### src/rtl/control_sequencer.sv
// -----------------------------------------------------------------------------
// control_sequencer
//   Hardwired control unit sitting directly upstream of the datapath. It steps
//   the fetch sequence T0-T2, latches the opcode from IR, and issues per-step
//   bus/register/ALU strobes for the execute steps (T3-T6).
//
//   Every output is registered. The output register is loaded with the decode
//   of the *next* state and opcode, so the outputs always describe the state
//   currently held. No output depends combinationally on Mem_ready.
//
// Ports
//   Clock, Reset_n            system clock (posedge), async active-low reset
//   IR[31:0]                  instruction register (opcode = IR[31:27])
//   Mem_ready                 memory read data valid
//   PCout..IRin               fetch-path strobes
//   Yin..HIin                 ALU-path strobes
//   Gra, Grb, Grc, Rin, Rout  register-select controls
//   operation[4:0]            ALU operation code (non-zero only in T4)
//   Run                       high while executing (low in RST and HALT)
//   Illegal                   one-cycle pulse in T3 for an undefined opcode
//   Tstep[3:0]                current step (0-6, 15 = reset/halt)
// -----------------------------------------------------------------------------
module control_sequencer #(
  parameter logic [4:0] ALU_ADD = 5'b00011,
  parameter logic [4:0] ALU_AND = 5'b00101,
  parameter logic [4:0] ALU_OR  = 5'b00110
) (
  input  logic        Clock,
  input  logic        Reset_n,
  input  logic [31:0] IR,
  input  logic        Mem_ready,
  output logic        PCout,
  output logic        PCin,
  output logic        IncPC,
  output logic        MARin,
  output logic        MDRin,
  output logic        MDRout,
  output logic        Read,
  output logic        IRin,
  output logic        Yin,
  output logic        Zin,
  output logic        Zlowout,
  output logic        Zhighout,
  output logic        Cout,
  output logic        LOin,
  output logic        HIin,
  output logic        Gra,
  output logic        Grb,
  output logic        Grc,
  output logic        Rin,
  output logic        Rout,
  output logic [4:0]  operation,
  output logic        Run,
  output logic        Illegal,
  output logic [3:0]  Tstep
);

  typedef enum logic [3:0] {
    ST_RST     = 4'd0,
    ST_T0      = 4'd1,
    ST_T1      = 4'd2,
    ST_T1_WAIT = 4'd3,
    ST_T2      = 4'd4,
    ST_T3      = 4'd5,
    ST_T4      = 4'd6,
    ST_T5      = 4'd7,
    ST_T6      = 4'd8,
    ST_HALT    = 4'd9
  } state_t;

  typedef struct packed {
    logic       pcout;
    logic       pcin;
    logic       incpc;
    logic       marin;
    logic       mdrin;
    logic       mdrout;
    logic       read;
    logic       irin;
    logic       yin;
    logic       zin;
    logic       zlowout;
    logic       zhighout;
    logic       cout;
    logic       loin;
    logic       hiin;
    logic       gra;
    logic       grb;
    logic       grc;
    logic       rin;
    logic       rout;
    logic [4:0] operation;
    logic       run;
    logic       illegal;
    logic [3:0] tstep;
  } ctrl_t;

  localparam logic [4:0] OP_MUL  = 5'b01110;
  localparam logic [4:0] OP_DIV  = 5'b01111;
  localparam logic [4:0] OP_NOP  = 5'b11010;
  localparam logic [4:0] OP_HALT = 5'b11011;

  // Idle pattern shared by reset and halt: everything low, Tstep reads 15.
  localparam ctrl_t CTRL_IDLE = '{tstep: 4'd15, default: '0};

  // Three-register ALU ops occupy 00000-01010.
  function automatic logic is_rtype(input logic [4:0] op);
    return (op <= 5'b01010);
  endfunction

  // addi / andi / ori.
  function automatic logic is_imm(input logic [4:0] op);
    return (op >= 5'b01011) && (op <= 5'b01101);
  endfunction

  function automatic logic is_muldiv(input logic [4:0] op);
    return (op == OP_MUL) || (op == OP_DIV);
  endfunction

  // Opcodes that go on to T4 (all use Rb as the first operand in T3).
  function automatic logic is_alu(input logic [4:0] op);
    return is_rtype(op) || is_imm(op) || is_muldiv(op);
  endfunction

  function automatic logic is_illegal(input logic [4:0] op);
    return !(is_alu(op) || (op == OP_NOP) || (op == OP_HALT));
  endfunction

  // Immediate ops use a fixed ALU code rather than the opcode itself.
  function automatic logic [4:0] imm_alu_op(input logic [4:0] op);
    logic [4:0] res;
    case (op)
      5'b01011: res = ALU_ADD;
      5'b01100: res = ALU_AND;
      5'b01101: res = ALU_OR;
      default:  res = 5'b00000;
    endcase
    return res;
  endfunction

  // Moore decode of (state, latched opcode) into the full strobe set.
  function automatic ctrl_t decode(input state_t st, input logic [4:0] op);
    ctrl_t c;
    c     = '0;
    c.run = 1'b1;
    case (st)
      ST_T0: begin
        c.tstep = 4'd0;
        c.pcout = 1'b1;
        c.marin = 1'b1;
        c.incpc = 1'b1;
        c.zin   = 1'b1;
      end
      ST_T1: begin
        c.tstep   = 4'd1;
        c.zlowout = 1'b1;
        c.pcin    = 1'b1;
        c.read    = 1'b1;
        c.mdrin   = 1'b1;
      end
      // Waiting on memory: keep reading but do not reload the PC again.
      ST_T1_WAIT: begin
        c.tstep = 4'd1;
        c.read  = 1'b1;
        c.mdrin = 1'b1;
      end
      ST_T2: begin
        c.tstep  = 4'd2;
        c.mdrout = 1'b1;
        c.irin   = 1'b1;
      end
      ST_T3: begin
        c.tstep = 4'd3;
        if (is_alu(op)) begin
          c.grb  = 1'b1;
          c.rout = 1'b1;
          c.yin  = 1'b1;
        end else if (is_illegal(op)) begin
          c.illegal = 1'b1;
        end else begin
          c.illegal = 1'b0;
        end
      end
      ST_T4: begin
        c.tstep = 4'd4;
        c.zin   = 1'b1;
        if (is_imm(op)) begin
          c.cout      = 1'b1;
          c.operation = imm_alu_op(op);
        end else begin
          c.grc       = 1'b1;
          c.rout      = 1'b1;
          c.operation = op;
        end
      end
      ST_T5: begin
        c.tstep   = 4'd5;
        c.zlowout = 1'b1;
        if (is_muldiv(op)) begin
          c.loin = 1'b1;
        end else begin
          c.gra = 1'b1;
          c.rin = 1'b1;
        end
      end
      ST_T6: begin
        c.tstep    = 4'd6;
        c.zhighout = 1'b1;
        c.hiin     = 1'b1;
      end
      default: c = CTRL_IDLE;
    endcase
    return c;
  endfunction

  state_t     state_r;
  state_t     next_state_s;
  logic [4:0] opcode_r;
  logic [4:0] next_opcode_s;
  ctrl_t      ctrl_r;

  // Only the opcode field of IR matters here; register fields go to the datapath.
  logic unused_ir_s;
  assign unused_ir_s = ^IR[26:0];

  // Opcode is taken from IR on the T2->T3 edge and held through execute.
  always_comb begin
    next_opcode_s = opcode_r;
    if (state_r == ST_T2) begin
      next_opcode_s = IR[31:27];
    end else begin
      next_opcode_s = opcode_r;
    end
  end

  // Next-state logic; execute routing uses the opcode valid in the next state.
  always_comb begin
    next_state_s = state_r;
    case (state_r)
      ST_RST:     next_state_s = ST_T0;
      ST_T0:      next_state_s = ST_T1;
      ST_T1, ST_T1_WAIT: begin
        if (Mem_ready) begin
          next_state_s = ST_T2;
        end else begin
          next_state_s = ST_T1_WAIT;
        end
      end
      ST_T2:      next_state_s = ST_T3;
      ST_T3: begin
        if (opcode_r == OP_HALT) begin
          next_state_s = ST_HALT;
        end else if (is_alu(opcode_r)) begin
          next_state_s = ST_T4;
        end else begin
          next_state_s = ST_T0;
        end
      end
      ST_T4:      next_state_s = ST_T5;
      ST_T5: begin
        if (is_muldiv(opcode_r)) begin
          next_state_s = ST_T6;
        end else begin
          next_state_s = ST_T0;
        end
      end
      ST_T6:      next_state_s = ST_T0;
      ST_HALT:    next_state_s = ST_HALT;
      default:    next_state_s = ST_RST;
    endcase
  end

  // State, opcode latch and registered control outputs.
  always_ff @(posedge Clock or negedge Reset_n) begin
    if (!Reset_n) begin
      state_r  <= ST_RST;
      opcode_r <= 5'b00000;
      ctrl_r   <= CTRL_IDLE;
    end else begin
      state_r  <= next_state_s;
      opcode_r <= next_opcode_s;
      ctrl_r   <= decode(next_state_s, next_opcode_s);
    end
  end

  assign PCout     = ctrl_r.pcout;
  assign PCin      = ctrl_r.pcin;
  assign IncPC     = ctrl_r.incpc;
  assign MARin     = ctrl_r.marin;
  assign MDRin     = ctrl_r.mdrin;
  assign MDRout    = ctrl_r.mdrout;
  assign Read      = ctrl_r.read;
  assign IRin      = ctrl_r.irin;
  assign Yin       = ctrl_r.yin;
  assign Zin       = ctrl_r.zin;
  assign Zlowout   = ctrl_r.zlowout;
  assign Zhighout  = ctrl_r.zhighout;
  assign Cout      = ctrl_r.cout;
  assign LOin      = ctrl_r.loin;
  assign HIin      = ctrl_r.hiin;
  assign Gra       = ctrl_r.gra;
  assign Grb       = ctrl_r.grb;
  assign Grc       = ctrl_r.grc;
  assign Rin       = ctrl_r.rin;
  assign Rout      = ctrl_r.rout;
  assign operation = ctrl_r.operation;
  assign Run       = ctrl_r.run;
  assign Illegal   = ctrl_r.illegal;
  assign Tstep     = ctrl_r.tstep;

endmodule

### config.mk
export PLATFORM = sky130hd
export DESIGN_NAME = control_sequencer
export DESIGN_NICKNAME = d
export VERILOG_FILES = /design/src/rtl/control_sequencer.sv
export SDC_FILE = /design/constraint.sdc
export NUM_CORES = 1
export LEC_CHECK = 0
export CAP_MARGIN = 20
export CORE_MARGIN = 2
export CORE_UTILIZATION = 40
export DETAILED_ROUTE_END_ITERATION = 16
export DONT_BUFFER_PORTS = 1
export PLACE_DENSITY = 0.55
export SLEW_MARGIN = 20
export SYNTH_ARGS = -nofsm -noshare
export SYNTH_HDL_FRONTEND = slang
export SYNTH_SLANG_ARGS = --single-unit
### constraint.sdc
create_clock -name Clock -period 1.75 [get_ports Clock]
set_input_delay 0.175 -clock Clock [delete_from_list [all_inputs] [get_ports Clock]]
set_output_delay 0.175 -clock Clock [all_outputs]
set_load 0.01 [all_outputs]
Figure 1. Metal 1.
Cells faint in the background.
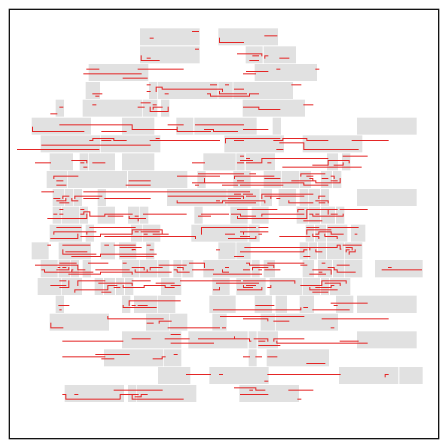
main direction = horizontal
share of all routed wire = 41%
wire length on this layer = 1,200 um
routed wire length: 2910 um
M1 GR Usage: 0.176
via count: 1,034

Figure 2. M2 wires.
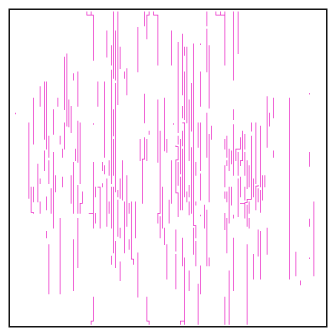
longest straight run = 37.6 um
main direction = vertical
GR Layer Usage met2: 0.256

Figure 3. M3 wires.
Cells faint in the background.
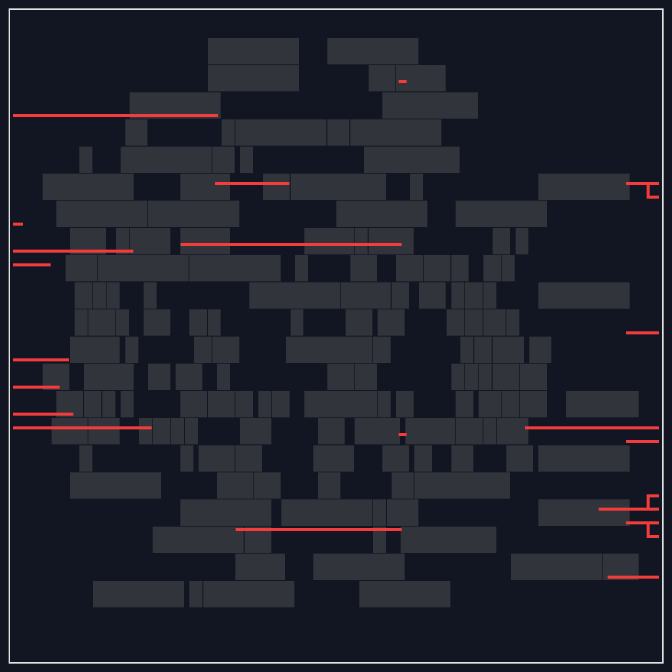
main direction = horizontal
longest straight run = 21.8 um
wire length on this layer = 153 um
share of all routed wire = 5.3%
nets with wire on the layer = 16

Figure 4. Track usage over the die.
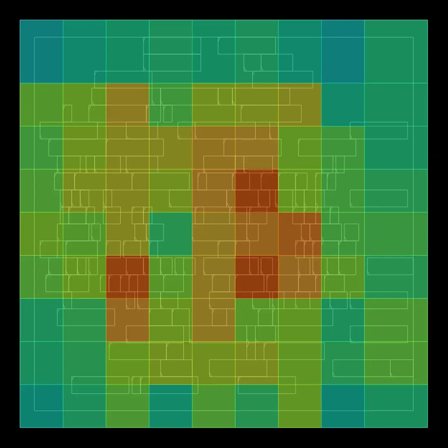
Global Route met3 Usage: 0.0514
Routed wire per std cell: 14.2 um
Total Routing Usage GR: 0.152

==> ds_physical_params.txt <==
Characteristics after synthesis and place and route

Parameter                              Value

STA
  Final critical-path share of the clock period .................. 0.940
  Post-Route Hold Slack .................. 0.00755 ns
  Minimum setup slack in the final design .................. 0.105 ns
  Maximum clock frequency .................. 0.608 GHz
  Final Critical Period .................. 1.64 ns
  Aggregate negative setup slack .................. 0 ns

Synth
  Area fraction in mux cells .................. 0.0200
  Area share of fa/ha/maj cells after synthesis .................. 0
  Sequential area share after synthesis .................. 0.552
  Main flop type after synthesis .................. dfrtp_1
  Synth Area in XOR/XNOR .................. 0.00582
  Cell area after synthesis .................. about 1500 um2
  Number of standard cells after synthesis .................. approximately 140
  Ys Warns .................. 0
  Biggest area consumer among synthesized cells .................. dfrtp_1
  Main logic family after synthesis .................. simple AND/OR/NAND/NOR gates
  Simple share .................. 0.236
  Area figure in the yosys stat output .................. roughly 1500 um2
  Share of the synthesized area in the top cell type .................. 0.483
  Yosys cell count .................. 141
  Synth top area cells .................. dfrtp_1 (48%), dfstp_2 (7.0%), nand2_1 (4.2%)
  Post-synthesis cell type count .................. 40
  Number of enable-type register cells in the synthesized netlist .................. 0

Finish
  Area of the multi-input gates .................. 562 um2
  Most used logic cell in the final layout .................. dfrtp_1
  Non-clock buffer total of the final layout .................. 21
  Proportion of cell area occupied by registers .................. 0.477
  FFs & Latches .................. 33
  Number of diodes .................. 0
  Fraction of area in clock buffers and inverters .................. 0.0473
  Dominant kind of cell .................. sequential cells
  Number of logic inverters in the finished layout .................. 7
  Comb area share .................. 0.322
  Non-filler instance count after layout .................. 204
  Layout Nets .................. around 190
  Layout cells sized above 1 .................. 0.263
  Multi-Input Combinational .................. about 87
  Finished layout cell area .................. 1740 um2
  Filler Cells Inserted .................. 366

Floorplan
  Chip Area .................. 4270 um2
  Count of inserted tapcells .................. 48
  Core Footprint .................. 3630 um2
  Row cnt .................. 22
  Vertical die dimension .................. 65.3 um
  Top-level I/O count .................. 66
  Die width .................. 65.3 um

Pwr
  P per Cell Area .................. 1750 nW/um2
  Overall power consumption .................. 3050 uW
  Maximum VDD drop .................. 0.774 mV

Placement
  Post-DP HPWL .................. 2100 um
  Number of I/O port buffers .................. 0
  Setup WS pre-CTS .................. between 0.05 and 0.06 ns
  Placed inst area .................. about 1600 um2
  Gp weighted congestion .................. 0.848

Clocking
  Register clock-pin slew on the reported worst setup and hold paths .................. 0.07 ns
  CTS tree .................. done
  Sink count of the clock tree .................. 33
  CTS resizes .................. 0
  Clock buffer count from CTS .................. 5
  Latency at later pin .................. 0.28 ns
  Setup fix buffers added after clock tree synthesis .................. 0

Run
  Tally of max-capacitance violations .................. 0
  Tool warning count .................. 53

Setup path
  Kind of capture point of the worst setup path .................. flip-flop
  CP startpoint kind .................. flip-flop
  Data arrival time of the worst path .................. 1.86 ns
  Worst Setup Path Type .................. flip-flop to flip-flop
  CP Data Required Time .................. 1.97 ns
  Startpoint of the worst-slack reg-to-reg timing path .................. state_r[3]

Min path
  Hold path start .................. IR[28]

Route
  Drc violations .................. 0
  Iteration count of the initial detailed-routing pass .................. 4
  Number of design-rule violations left by the first detailed-router iteration .................. 70
  Vias per cell .................. 5.07
  Detailed-route wire length on metal 1 .................. 1200 um
  Number of nets with antenna violations after routing .................. 0
  Routed length on met2 .................. 1500 um
  Detailed-routed wire length on met3 .................. 153 um

GRT
  Number of global-route vias before repair .................. approximately 1.1k
  Pin count of the biggest net entering global routing .................. 34
  Global routing's busiest layer .................. met2
  Remaining Overflow, GRT .................. 0
  Initial antenna violation count .................. 0

Status
  Outcome .................. finished, final reports clean
sequential cells by signal (all words and copies together), names as in the netlist, 4 cells and up:
signal and count:
opcode_r 5, operation 5, Tstep 4, state_r 4
worst paths after layout:
check,depth (start not counted),endpoint,slack [ns]
setup / recovery,6,Tstep[2],0.11
hold / removal,1,Illegal,0.008
setup reg to reg,6,Tstep[2],0.11
hold reg to reg,2,opcode_r[0],0.55
max in group asynchronous,2,Tstep[2],1.17
min in group asynchronous,2,PCin,0.34
critical path, stage by stage (launching register included):
cell and delay [ns]:
dfrtp_1 0.45, and3b_4 0.24, and3_4 0.18, a211oi_4 0.26, o21ai_1 0.13, buf_4 0.17
a21o_1 0.15
power by group:
group          internal [uW]  total [uW]  switching [uW]
clock                    275         549             274
combinational            595        1200             603
sequential              1040        1310             269
No activity file was given, so power comes from the tool's default toggle rates.
